==> config.mk <==
export PLATFORM = sky130hd
export DESIGN_NAME = vlan_ingress_filter
export DESIGN_NICKNAME = d
export VERILOG_FILES = /design/src/rtl/vlan_ingress_filter.sv
export SDC_FILE = /design/constraint.sdc
export NUM_CORES = 1
export LEC_CHECK = 0
export CAP_MARGIN = 0
export CORE_MARGIN = 2
export CORE_UTILIZATION = 25
export DETAILED_ROUTE_END_ITERATION = 10
export GPL_TIMING_DRIVEN = 1
export PLACE_DENSITY = 0.37
export SETUP_SLACK_MARGIN = 0.5
export SLEW_MARGIN = 25
export SYNTH_ARGS = -nofsm -noshare
export SYNTH_HDL_FRONTEND = slang
export SYNTH_SLANG_ARGS = --single-unit
==> constraint.sdc <==
create_clock -name clk -period 10 [get_ports clk]
set_input_delay 2 -clock clk [delete_from_list [all_inputs] [get_ports clk]]
set_output_delay 2 -clock clk [all_outputs]
set_load 0.1 [all_outputs]
Pin map:
Pins as bars across the die edge, other pins in gray.
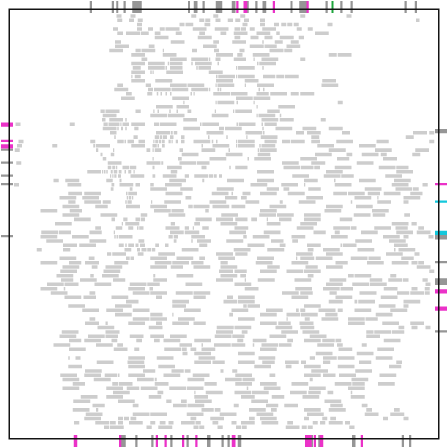
Key: green = `tx_valid` [pins 1, direction output, edge top]; magenta = `rx_data` [pins 32, direction input, edge 17 bottom, 5 top, 5 left, 5 right]; cyan = `rx_bytes_valid` [pins 3, direction input, edge right]
All pins by edge: 41 top, 36 bottom, 17 right, 10 left.
I/O Buffers: 103
Die X: 269 um
chip height: 269 um

Wiring by layer:
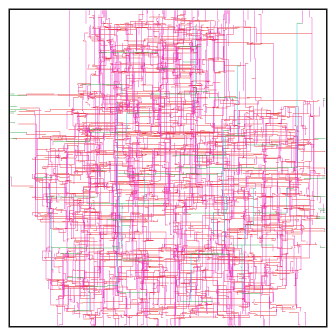
Key: red = metal 1 [wire length 19800 um]; cyan = metal 4 [wire length 878 um]; green = metal 3 [wire length 1330 um]; magenta = metal 2 [wire length 21.9 mm]
vias: 8362
total wire length: 44.0 mm
Overall Global Routing Usage: 0.125
WL per Instance: 22.2 um

==> qor.txt <==
outcome -> completed
Worst Hold Class -> reg -> reg
detailed-route DRC error count -> 0
Worst R2R Path Depth -> 6
Final Util -> 0.306
dominant kind of combinational cell -> multiplexers
post-cts sizing count -> 0
critical path data required time -> 10.29 ns
Cell Type Count -> 41
Synth Net Count -> 933
Logic inverters -> 11
Comb. pwr -> 2.51 mW
synthesized area -> 17500 sq um
initial detailed-routing violation count -> 434
largest net degree at the start of global routing -> 48
Yosys top cell by instances -> edfxtp_1
Pwr top -> sequential cells
CP Launch Type -> input pin
Antenna Nets Post-Route -> 0
CTS sink cnt -> 445
Buffers excl. clock -> 123
biggest area cells -> edfxtp_1 (62%), dfrtp_1 (12%), mux4_2 (12%)
simple share -> 0.0302
Total Power -> 6.92 mW
ao+oa area frac -> 0.00692
clk_skew -> 0.0277 ns
Top cell excl fill/tap -> edfxtp_1
logic share of the area -> 0.205
Critical Path, Cell by Cell -> clkdlybuf4s50_1, nand2_1, nor3b_1, ha_1, or3_1, o21ai_1, buf_4
Layout area overhead -> 21.7%
post-route clock period utilization -> 0.554
Critical path buffers and inverters -> 2
final net count -> 1066
antenna violations before repair -> 0
slowest cell on the critical path -> clkdlybuf4s50_1
TritonCTS clock tree -> built
Yosys Chip Area -> 17500 sq um
Reg2Reg Setup Slack -> 6.21 ns
Seq pwr share -> 0.376
endpoint class of the critical path -> register
clk ins delay skew pair -> 0.61 ns
Max Slew Vio Count -> 0
delay-heaviest family, CP -> simple AND/OR/NAND/NOR gates
[per-stage QoR]
| step | cells | instance area [sq um] | worst slack [ns] |
|---|---|---|---|
| 2_1_floorplan | 866 | 17500 | 3.37 |
| 3_3_place_gp | 1885 | 19700 | 3.94 |
| 3_5_place_dp | 1885 | 19700 | 3.73 |
| 4_1_cts | 1982 | 21400 | 4.36 |
| 5_1_grt | 1982 | 21400 | 4.12 |
| 6_report | 1982 | 21400 | 4.46 |
[layer usage]
layer	share of wire	vias up	global-route usage
li1	-	3707	-
met1	0.45	4469	0.165
met2	0.50	131	0.211
met3	0.030	55	0.0194
met4	0.020	0	0.0375
met5	0	-	0
No activity file was given, so power comes from the tool's default toggle rates.
